**src/rtl/stepper_pkg.sv**
```systemverilog
// Shared types and defaults for the multi-channel stepper pulse generator.
package stepper_pkg;

    typedef enum logic [1:0] {
        ST_IDLE,
        ST_SETUP,
        ST_HIGH,
        ST_LOW
    } ch_state_e;

    localparam int DEF_NUM_CH    = 3;
    localparam int DEF_PER_W     = 16;
    localparam int DEF_POS_W     = 24;
    localparam int DEF_PULSE_W   = 8;
    localparam int DEF_DIR_SETUP = 4;

    function automatic int ch_w(input int n);
        return (n > 1) ? $clog2(n) : 1;
    endfunction

endpackage

```
**src/rtl/stepper_pulse_gen_if.sv**
```systemverilog
// Command handshake bundle: valid/ready transfer plus error strobe.
interface stepper_pulse_gen_if
    import stepper_pkg::*;
#(
    parameter int NUM_CH = DEF_NUM_CH,
    parameter int PER_W  = DEF_PER_W
);
    localparam int CH_W = ch_w(NUM_CH);

    logic             cmd_valid;
    logic             cmd_ready;
    logic [CH_W-1:0]  cmd_ch;
    logic             cmd_dir;
    logic [PER_W-1:0] cmd_period;
    logic             cmd_err;

    modport master (
        output cmd_valid, cmd_ch, cmd_dir, cmd_period,
        input  cmd_ready, cmd_err
    );

    modport slave (
        input  cmd_valid, cmd_ch, cmd_dir, cmd_period,
        output cmd_ready, cmd_err
    );

endinterface

```
**src/rtl/stepper_channel.sv**
```systemverilog
// One stepper channel: pending/active command, step FSM, position counter.
module stepper_channel
    import stepper_pkg::*;
#(
    parameter int PER_W     = DEF_PER_W,
    parameter int POS_W     = DEF_POS_W,
    parameter int PULSE_W   = DEF_PULSE_W,
    parameter int DIR_SETUP = DEF_DIR_SETUP
) (
    input  logic             clk,
    input  logic             reset,
    input  logic             clk_en,
    input  logic             wr,
    input  logic             wr_dir,
    input  logic [PER_W-1:0] wr_per,
    input  logic             pos_clr,
    output logic             step_out,
    output logic             dir_out,
    output logic             busy,
    output logic [POS_W-1:0] position
);
    localparam int CNT_W = (PER_W > 9) ? PER_W : 9;
    localparam logic [CNT_W-1:0] MIN_PER = CNT_W'(PULSE_W + 1);

    ch_state_e        state_q, state_d;
    logic [CNT_W-1:0] cnt_q, cnt_d, eff_per;
    logic [PER_W-1:0] per_q, per_d, pend_per;
    logic             dir_q, dir_d, pend_dir, pend_v, load;

    assign eff_per = (CNT_W'(per_q) > MIN_PER) ? CNT_W'(per_q) : MIN_PER;
    assign busy    = (state_q != ST_IDLE) | pend_v;

    always_comb begin
        state_d = state_q;
        cnt_d   = cnt_q;
        per_d   = per_q;
        dir_d   = dir_q;
        load    = 1'b0;
        unique case (state_q)
            ST_IDLE: load = pend_v;
            ST_SETUP: begin
                if (cnt_q == CNT_W'(DIR_SETUP)) begin
                    state_d = ST_HIGH;
                    cnt_d   = CNT_W'(1);
                end else begin
                    cnt_d = cnt_q + 1'b1;
                end
            end
            ST_HIGH: begin
                cnt_d = cnt_q + 1'b1;
                if (cnt_q == CNT_W'(PULSE_W))
                    state_d = ST_LOW;
            end
            ST_LOW: begin
                if (cnt_q == eff_per) begin
                    if (pend_v) begin
                        load = 1'b1;
                    end else begin
                        state_d = ST_HIGH;
                        cnt_d   = CNT_W'(1);
                    end
                end else begin
                    cnt_d = cnt_q + 1'b1;
                end
            end
            default: state_d = ST_IDLE;
        endcase
        if (load) begin
            per_d = pend_per;
            cnt_d = CNT_W'(1);
            if (pend_per == '0) begin
                state_d = ST_IDLE;
            end else if (pend_dir != dir_q) begin
                state_d = ST_SETUP;
                dir_d   = pend_dir;
            end else begin
                state_d = ST_HIGH;
            end
        end
    end

    always_ff @(posedge clk or negedge reset) begin
        if (!reset) begin
            state_q <= ST_IDLE;
            cnt_q   <= '0;
            per_q   <= '0;
            dir_q   <= 1'b0;
        end else if (clk_en) begin
            state_q <= state_d;
            cnt_q   <= cnt_d;
            per_q   <= per_d;
            dir_q   <= dir_d;
        end
    end

    // A write landing on the same edge as a load becomes the next pending.
    always_ff @(posedge clk or negedge reset) begin
        if (!reset) begin
            pend_v   <= 1'b0;
            pend_dir <= 1'b0;
            pend_per <= '0;
        end else if (clk_en) begin
            if (wr) begin
                pend_v   <= 1'b1;
                pend_dir <= wr_dir;
                pend_per <= wr_per;
            end else if (load) begin
                pend_v <= 1'b0;
            end
        end
    end

    // Outputs are registered one edge behind the FSM state.
    always_ff @(posedge clk or negedge reset) begin
        if (!reset) begin
            step_out <= 1'b0;
            dir_out  <= 1'b0;
            position <= '0;
        end else if (clk_en) begin
            step_out <= (state_q == ST_HIGH);
            dir_out  <= dir_q;
            if (pos_clr)
                position <= '0;
            else if (state_q == ST_HIGH && cnt_q == CNT_W'(1))
                position <= dir_q ? position + 1'b1 : position - 1'b1;
        end
    end

endmodule

```
**src/rtl/stepper_pulse_gen.sv**
```systemverilog
// Multi-channel stepper pulse generator: command decode and channel array.
module stepper_pulse_gen
    import stepper_pkg::*;
#(
    parameter int NUM_CH    = DEF_NUM_CH,
    parameter int PER_W     = DEF_PER_W,
    parameter int POS_W     = DEF_POS_W,
    parameter int PULSE_W   = DEF_PULSE_W,
    parameter int DIR_SETUP = DEF_DIR_SETUP
) (
    input  logic                    clk,
    input  logic                    reset,
    input  logic                    clk_en,
    stepper_pulse_gen_if.slave      cmd,
    input  logic [NUM_CH-1:0]       pos_clr,
    output logic [NUM_CH-1:0]       step_out,
    output logic [NUM_CH-1:0]       dir_out,
    output logic [NUM_CH-1:0]       busy,
    output logic [NUM_CH*POS_W-1:0] position
);
    localparam int CH_W = ch_w(NUM_CH);

    logic fire;
    logic bad_ch;

    assign cmd.cmd_ready = reset & clk_en;
    assign fire          = cmd.cmd_valid & cmd.cmd_ready;
    assign bad_ch        = int'(cmd.cmd_ch) >= NUM_CH;
    assign cmd.cmd_err   = fire & bad_ch;

    for (genvar i = 0; i < NUM_CH; i++) begin : g_ch
        stepper_channel #(
            .PER_W     (PER_W),
            .POS_W     (POS_W),
            .PULSE_W   (PULSE_W),
            .DIR_SETUP (DIR_SETUP)
        ) u_ch (
            .clk      (clk),
            .reset    (reset),
            .clk_en   (clk_en),
            .wr       (fire && (cmd.cmd_ch == CH_W'(i))),
            .wr_dir   (cmd.cmd_dir),
            .wr_per   (cmd.cmd_period),
            .pos_clr  (pos_clr[i]),
            .step_out (step_out[i]),
            .dir_out  (dir_out[i]),
            .busy     (busy[i]),
            .position (position[i*POS_W +: POS_W])
        );
    end

endmodule

```
**src/flat_wrapper.sv**
```systemverilog
// flat-port wrapper written by rule: the top's interface ports become plain ports
module stepper_pulse_gen_flat import stepper_pkg::*;
#(
    parameter int NUM_CH    = DEF_NUM_CH,
    parameter int PER_W     = DEF_PER_W,
    parameter int POS_W     = DEF_POS_W,
    parameter int PULSE_W   = DEF_PULSE_W,
    parameter int DIR_SETUP = DEF_DIR_SETUP
)
  (clk, reset, clk_en, pos_clr, step_out, dir_out, busy, position, cmd_cmd_valid, cmd_cmd_ch, cmd_cmd_dir, cmd_cmd_period, cmd_cmd_ready, cmd_cmd_err);
  stepper_pulse_gen_if #(.NUM_CH(NUM_CH), .PER_W(PER_W)) cmd_i ();
  input  logic clk;
  input  logic reset;
  input  logic clk_en;
  input  logic [NUM_CH-1:0] pos_clr;
  output logic [NUM_CH-1:0] step_out;
  output logic [NUM_CH-1:0] dir_out;
  output logic [NUM_CH-1:0] busy;
  output logic [NUM_CH*POS_W-1:0] position;
  input wire logic [$bits(cmd_i.cmd_valid)-1:0] cmd_cmd_valid;
  input wire logic [$bits(cmd_i.cmd_ch)-1:0] cmd_cmd_ch;
  input wire logic [$bits(cmd_i.cmd_dir)-1:0] cmd_cmd_dir;
  input wire logic [$bits(cmd_i.cmd_period)-1:0] cmd_cmd_period;
  output wire logic [$bits(cmd_i.cmd_ready)-1:0] cmd_cmd_ready;
  output wire logic [$bits(cmd_i.cmd_err)-1:0] cmd_cmd_err;
  assign cmd_i.cmd_valid = cmd_cmd_valid;
  assign cmd_i.cmd_ch = cmd_cmd_ch;
  assign cmd_i.cmd_dir = cmd_cmd_dir;
  assign cmd_i.cmd_period = cmd_cmd_period;
  assign cmd_cmd_ready = cmd_i.cmd_ready;
  assign cmd_cmd_err = cmd_i.cmd_err;
  stepper_pulse_gen #(.NUM_CH(NUM_CH), .PER_W(PER_W), .POS_W(POS_W), .PULSE_W(PULSE_W), .DIR_SETUP(DIR_SETUP)) u_core (.clk(clk), .reset(reset), .clk_en(clk_en), .cmd(cmd_i), .pos_clr(pos_clr), .step_out(step_out), .dir_out(dir_out), .busy(busy), .position(position));
endmodule
```
**config.mk**
```make
export PLATFORM = sky130hd
export DESIGN_NAME = stepper_pulse_gen_flat
export DESIGN_NICKNAME = d
export VERILOG_FILES = /design/src/rtl/stepper_pkg.sv /design/src/rtl/stepper_pulse_gen_if.sv /design/src/rtl/stepper_channel.sv /design/src/rtl/stepper_pulse_gen.sv /design/src/flat_wrapper.sv
export SDC_FILE = /design/constraint.sdc
export NUM_CORES = 1
export LEC_CHECK = 0
export ABC_AREA = 1
export CORE_ASPECT_RATIO = 1.2
export CORE_MARGIN = 2
export CORE_UTILIZATION = 55
export CTS_CLUSTER_SIZE = 28
export DETAILED_ROUTE_END_ITERATION = 12
export GPL_ROUTABILITY_DRIVEN = 0
export PLACE_DENSITY = 0.81
export SYNTH_ARGS = -nofsm -noshare
export SYNTH_HDL_FRONTEND = slang
export SYNTH_SLANG_ARGS = --single-unit
```
**constraint.sdc**
```tcl
create_clock -name clk -period 2.7 [get_ports clk]
set_clock_uncertainty 0.2 [all_clocks]
set_input_delay 0.675 -clock clk [delete_from_list [all_inputs] [get_ports clk]]
set_output_delay 0.675 -clock clk [all_outputs]
set_load 0.02 [all_outputs]
```
### Placed cells, one color a class, run 1

Fill, decap, tap and diode cells in gray.
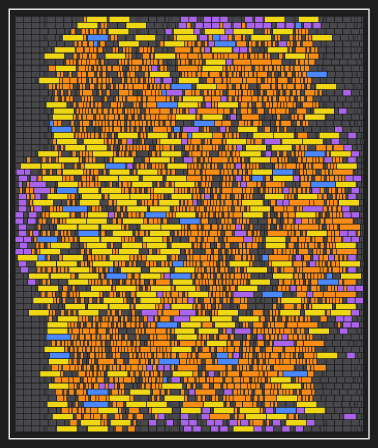
- purple: other buffers and delay cells (cells 180; share of their area 9.5%)
- yellow: flops (cells 237; share of their area 31%)
- blue: clock drivers and dummy loads (cells 45; share of their area 4.7%)
- orange: all other logic (cells 1912; share of their area 54%)

### A small window of the routed layout, run 1

The bar under the picture is 20 um long. Region (15, 23) to (65, 73) um. Cells in gray, sequential cells in the stronger gray; small squares are vias.
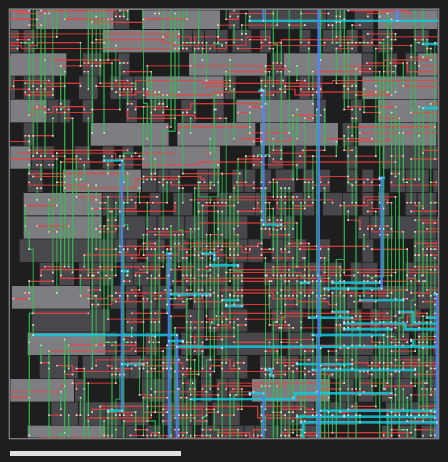
- green: met2
- red: met1
- blue: met4
- cyan: met3
- sequential cells in the window: 24
- most frequent: nand2_1 (90), inv_1 (31), nor2_1 (25)
- cells with their middle in the window: 279
- netlist names of flops here include: `u_core.g_ch.u_ch.per_q` (15), `u_core.g_ch.u_ch.pend_per` (4), `u_core.g_ch.u_ch.cnt_q` (4)

### Sequential cells grouped by signal name, run 1

Other sequential cells in the stronger gray, the rest of the logic in the fainter gray.
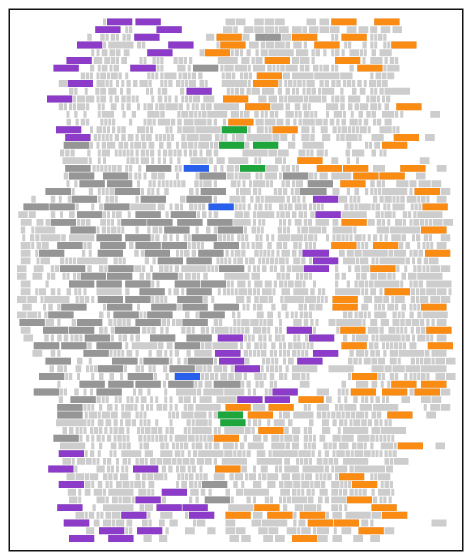
- purple: `u_core.g_ch.u_ch.cnt_q` (placed flops 48)
- green: `u_core.g_ch.u_ch.state_q` (placed flops 6)
- orange: `u_core.g_ch.u_ch.position` (placed flops 72)
- blue: `u_core.g_ch.u_ch.pend_v` (placed flops 3)

### Wiring heat map, run 1

The bar under the picture is 50 um long. The die is cut into 32 by 38 equal tiles; black is low, pale yellow is high, scaled to the fullest tile. Values are wire area over tile area, all layers added.
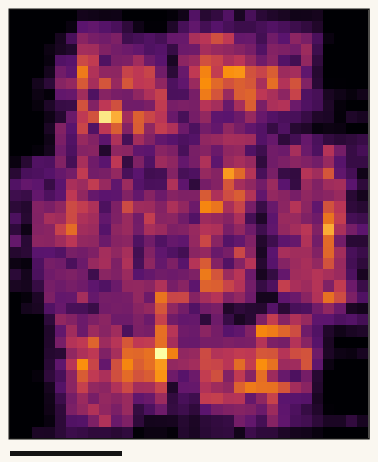
- mean over tiles: 0.22
- tiles over half the peak: 13%
- fullest tile: 0.78

==> results.ini, run 1 <==
[run_status]
outcome = finished clean

[min_path]
hp-class = in2async

[synth]
syn-num-nets = 2329
synth_area_um2 = 15940
ys_seq_share_pct = 37.20
yosys.cell_types.count = 50
avgSynthCellArea_um2 = 7.205
edf_count = 0
yosys.area_share.xor_xnor_pct = 3.790
simple_gate_area_share_pct = 29.92
yosys_warnings = 0
top_area_share_pct = 37.20
fa_ha_area_share_pct = 7.204
synthTopLogicFamily = simple AND/OR/NAND/NOR gates
synthCells = 2213
ys_sh_mux_pct = 0
ys_area_um2 = 15940
ys.flops = 237

[critical_path]
worst_path_most_repeated_cell = nand2_1
reg2regPathDepth = 13
crit_path_end_kind = register
cpLargestDelayFamily = simple AND/OR/NAND/NOR gates
regToRegSetupSlack_ps = 30
cp_cell_sequence = clkinvlp_4, buf_12, clkbuf_16, ha_1, nand2_1, nor4_2, nand3_1, nand3_2, nand3_1, o211ai_1, nand2_1, nand2_1, o21ai_1
startpoint_type = register
cp_num_buf_inv = 3
crit_start = u_core.g_ch[1].u_ch.dir_q
cp.required_ps = 2930
cpPeakStageDelay_ps = 390
crit_type = reg2reg
crit_slowest_cell = ha_1
crit_cells = 13

[power_and_ir_drop]
pwr-share-clk_pct = 15.1
powerDensity_nw_per_um2 = 1286
power.group.top = combinational logic
power_combinational_uw = 15300
seq_power_share_pct = 23.6
switchingPower_uw = 11910
p_seq_uw = 5900
power_frac_comb_pct = 61.3

[drt]
wl_met1_um = 17280
wl_met2_um = 20940
wire_per_inst_um = 15.17
avgViaCountPerCell = 5.610
drtAntennaViolNets = 0
num_vias = 15480
initialDrtViolationCount = 1230
firstDrtPassIters = 6

[grt]
grt_pass1_vias = 14700
use_met2_pct = 46.54
grt-ovfl-total = 0
grtUsageMet1_pct = 32.42
antenna_found_initial = 0
grt.busiest_layer = met2
grt_max_degree = 124

[final_timing]
setup_viol_count_final = 0
fin_ws_ps = 30.25
finalClockPeriodUsage_pct = 98.88
fin_crit_ps = 2670
tns_ps = 0
slew_viol_final = 0
rsz0062_at_grt = true
clock.fmax_mhz = 374.6

[run]
drv_cap = 0
warnings = 45

[clock_network]
cts_buffers = 25
cts_setup_buffers = 1
clock-sinks = 237
clk_pin_slew_ps = 70
cts_tree = done
clock_latency_ps = 550

[cells_and_area]
final-nonclk-buf-share_pct = 9.295
seq_share_pct = 30.60
layout_top_cell = nand2_1
final_cell_mix = 643 x nand2_1, 233 x dfrtp_1, 230 x inv_1, 186 x o21ai_0, 160 x nor2_1
n_all_buffers = 180
postLayoutCellArea_um2 = 19400
layout.nets = 2472
drive_gt1_share_pct = 11.84
stdcell_count = 2759
flops = 237
largest_register = u_core.g_ch.u_ch.position
n_clock_buffer = 28
comb_cells = 1669
combAreaFraction_pct = 48.22
largestClassByArea = logic gates

[placed_design]
place_ws_ps = -501.6
portBuffers = 108
dpl-instance-area_um2 = 17720
dp_cells = 2689

[floorplan]
die_w_um = 159.4
dieArea_um2 = 30370
nWellTaps = 385
ios = 109
num_rows = 68

### Placed standard cells, run 1

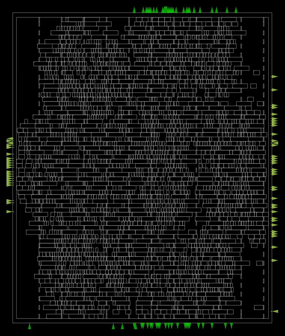

--- run 2 (diff from run 1) ---
CORE_UTILIZATION = 60   (was 55)
CTS_CLUSTER_SIZE = unset   (was 28)
PLACE_DENSITY = 0.84   (was 0.81)
clock period = 3.05 ns   (was 2.7 ns; I/O delays follow)
### Placed standard cells, run 2

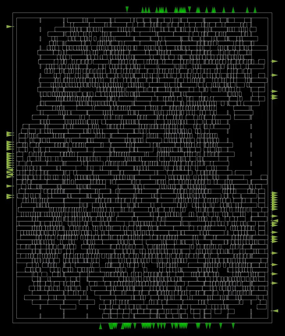
flop share of the area: 32.53%
Rows: 65
TAP cells: 335
core area: 26190 um^2
final std cells w/o fill: 2675

### Wiring heat map, run 2

The bar under the picture is 50 um long. The die is cut into 31 by 37 equal tiles; black is low, pale yellow is high, scaled to the fullest tile. Values are wire area over tile area, all layers added.
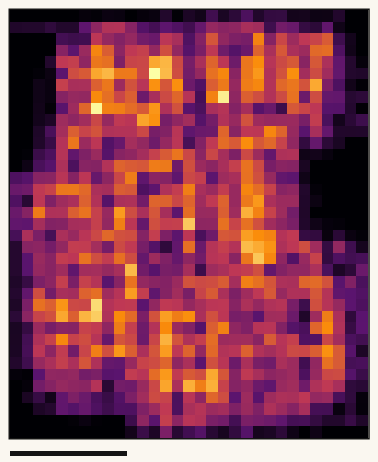
- mean over tiles: 0.24
- tiles over half the peak: 28%
- fullest tile: 0.64
- nearly empty tiles: 10%

### Sequential cells grouped by signal name, run 2

Other sequential cells in the stronger gray, the rest of the logic in the fainter gray.
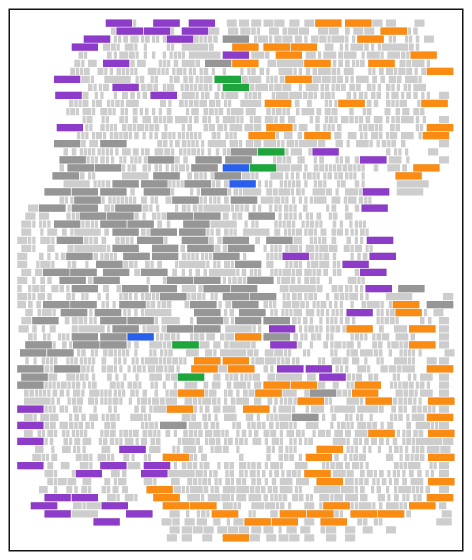
- orange: `u_core.g_ch.u_ch.position` (placed flops 72)
- green: `u_core.g_ch.u_ch.state_q` (placed flops 6)
- blue: `u_core.g_ch.u_ch.pend_v` (placed flops 3)
- purple: `u_core.g_ch.u_ch.cnt_q` (placed flops 48; where widely spread)

==> results.ini, run 2 <==
[clock_network]
cts_tree = done
clock_latency_ps = 530  ; -20 ps
clk_pin_slew_ps = 60  ; about the same
ctsLongestPathBuffers = 3
clock-sinks = 237  ; unchanged
cts_setup_buffers = 0  ; -1
cts_buffers = 25  ; unchanged
hold_buffers = 1
cts_resized = 2

[synth]
yosys_warnings = 0  ; unchanged
ys_sh_mux_pct = 0  ; unchanged
yosys.area.top_type = dfrtp_1
ys_seq_share_pct = 37.20  ; unchanged
avgSynthCellArea_um2 = 7.205  ; unchanged
ys_sh_aoi_pct = 13.71
ys.flops = 237  ; unchanged
synthCells = 2213  ; unchanged
yosys.area_share.xor_xnor_pct = 3.790  ; unchanged
synthTopLogicFamily = simple AND/OR/NAND/NOR gates
ys_area_um2 = 15940  ; unchanged
ff_type = dfrtp_1
async_reset_ff_share_pct = 100.0
syn-num-nets = 2329  ; unchanged
yosys.cell_types.count = 50  ; unchanged
fa_ha_area_share_pct = 7.204  ; unchanged
synth_area_um2 = 15940  ; unchanged
simple_gate_area_share_pct = 29.92  ; unchanged
synth.top_cells.by_count = 659 x nand2_1, 237 x dfrtp_1, 234 x inv_1
edf_count = 0  ; unchanged
top_area_share_pct = 37.20  ; unchanged

[critical_path]
arrival_ps = 1990
crit_type = reg2out
startpoint_type = register
cpLargestDelayFamily = buffers and inverters
cp_num_buf_inv = 2  ; -1
cp_cell_sequence = inv_1, ha_1, nand2_1, clkdlybuf4s50_1
cpPeakStageDelay_ps = 620  ; +230 ps
crit_cells = 4  ; -9
cp.required_ps = 2090  ; -840 ps
endpoint = busy[1]
reg2reg_from = u_core.g_ch[2].u_ch.dir_q
reg2regPathDepth = 12  ; -1
crit_path_end_kind = output port
regToRegSetupSlack_ps = 260  ; +230 ps
worstPathMaxFanout = 4
crit_start = u_core.g_ch[1].u_ch.state_q[0]
crit_slowest_cell = clkdlybuf4s50_1
r2r_end = u_core.g_ch[2].u_ch.position[22]

[run]
drv_cap = 0  ; unchanged
warnings = 43  ; -4.4%

[cells_and_area]
layout.nets = 2441  ; -1.3%
layout_top_cell = nand2_1
n_clock_buffer = 33  ; +18%
largest_register = u_core.g_ch.u_ch.position
comb_cells = 1668  ; -0.060%
seqCellArea_um2 = 5931
final_cell_mix = 659 x nand2_1, 237 x dfrtp_1, 232 x inv_1, 199 x o21ai_0, 165 x nor2_1
num-fill-cells = 2098
n_all_buffers = 150  ; -17%
clkCellAreaFrac_pct = 4.563
fin_util_pct = 69.63
final-nonclk-buf-share_pct = 7.720  ; -1.6 points
flops = 237  ; unchanged
largestClassByArea = logic gates
inverters = 243
postLayoutCellArea_um2 = 18230  ; -6.0%
combAreaFraction_pct = 47.84  ; -0.38 points
drive_gt1_share_pct = 6.156  ; -5.7 points

[power_and_ir_drop]
internal-power_uw = 10480
switching_share_pct = 47.94
power.group.top = combinational logic
seq_power_share_pct = 25.8  ; +2.2 points
powerDensity_nw_per_um2 = 1104  ; -14%
power_frac_comb_pct = 58.6  ; -2.7 points
pwr-share-clk_pct = 15.6  ; +0.5 points
p_seq_uw = 5200  ; -12%
power_combinational_uw = 11800  ; -23%
switchingPower_uw = 9654  ; -19%
powerClk_uw = 3150
power_uw = 20140

[drt]
wl_met2_um = 20270  ; -3.2%
wl_met3_um = 2051
wire_per_inst_um = 15.13  ; -0.24%
firstDrtPassIters = 7  ; +1
avgViaCountPerCell = 5.746  ; +2.4%
num_vias = 15370  ; -0.70%
wl_met1_um = 16420  ; -5.0%
initialDrtViolationCount = 1113  ; -9.5%
drtAntennaViolNets = 0  ; unchanged

[final_timing]
whs_ps = 285.7
clock.fmax_mhz = 339.3
slew_headroom_pct = 36.43
fin_crit_ps = 2948
tightest_slew_ps = 953.5
tns_ps = 0  ; unchanged
hold_viol = 0
slew_viol_final = 0  ; unchanged
rsz0062_at_grt = false
finalClockPeriodUsage_pct = 96.64
setup_viol_count_final = 0  ; unchanged
fin_ws_ps = 102.5  ; +72.23 ps

[grt]
grt_max_degree = 166  ; +34%
grt_pass1_vias = 14830  ; +0.88%
use_met2_pct = 51.48  ; +4.9 points
grt.total_usage_pct = 28.68
grtUsageMet1_pct = 35.04  ; +2.6 points
grt-ovfl-total = 0  ; unchanged
grt_pass1_wl_um = 68030
antenna_found_initial = 1  ; +1
grt.busiest_layer = met2

[min_path]
holdPathStages = 2
min_from = u_core.g_ch[0].u_ch.pend_per[10]
hp-class = reg2reg

[floorplan]
die_h_um = 182.6
dieArea_um2 = 27900  ; -8.1%
ios = 109  ; unchanged
die_w_um = 152.8  ; -4.1%
fp_util_pct = 60.88

[placed_design]
portBuffers = 108  ; unchanged
dp_cells = 2629  ; -2.2%
place_hpwl_um = 29430
place_ws_ps = -265.1  ; +236.5 ps
dpl-instance-area_um2 = 17360  ; -2.1%

[run_status]
outcome = finished clean

No activity file was given, so power comes from the tool's default toggle rates.
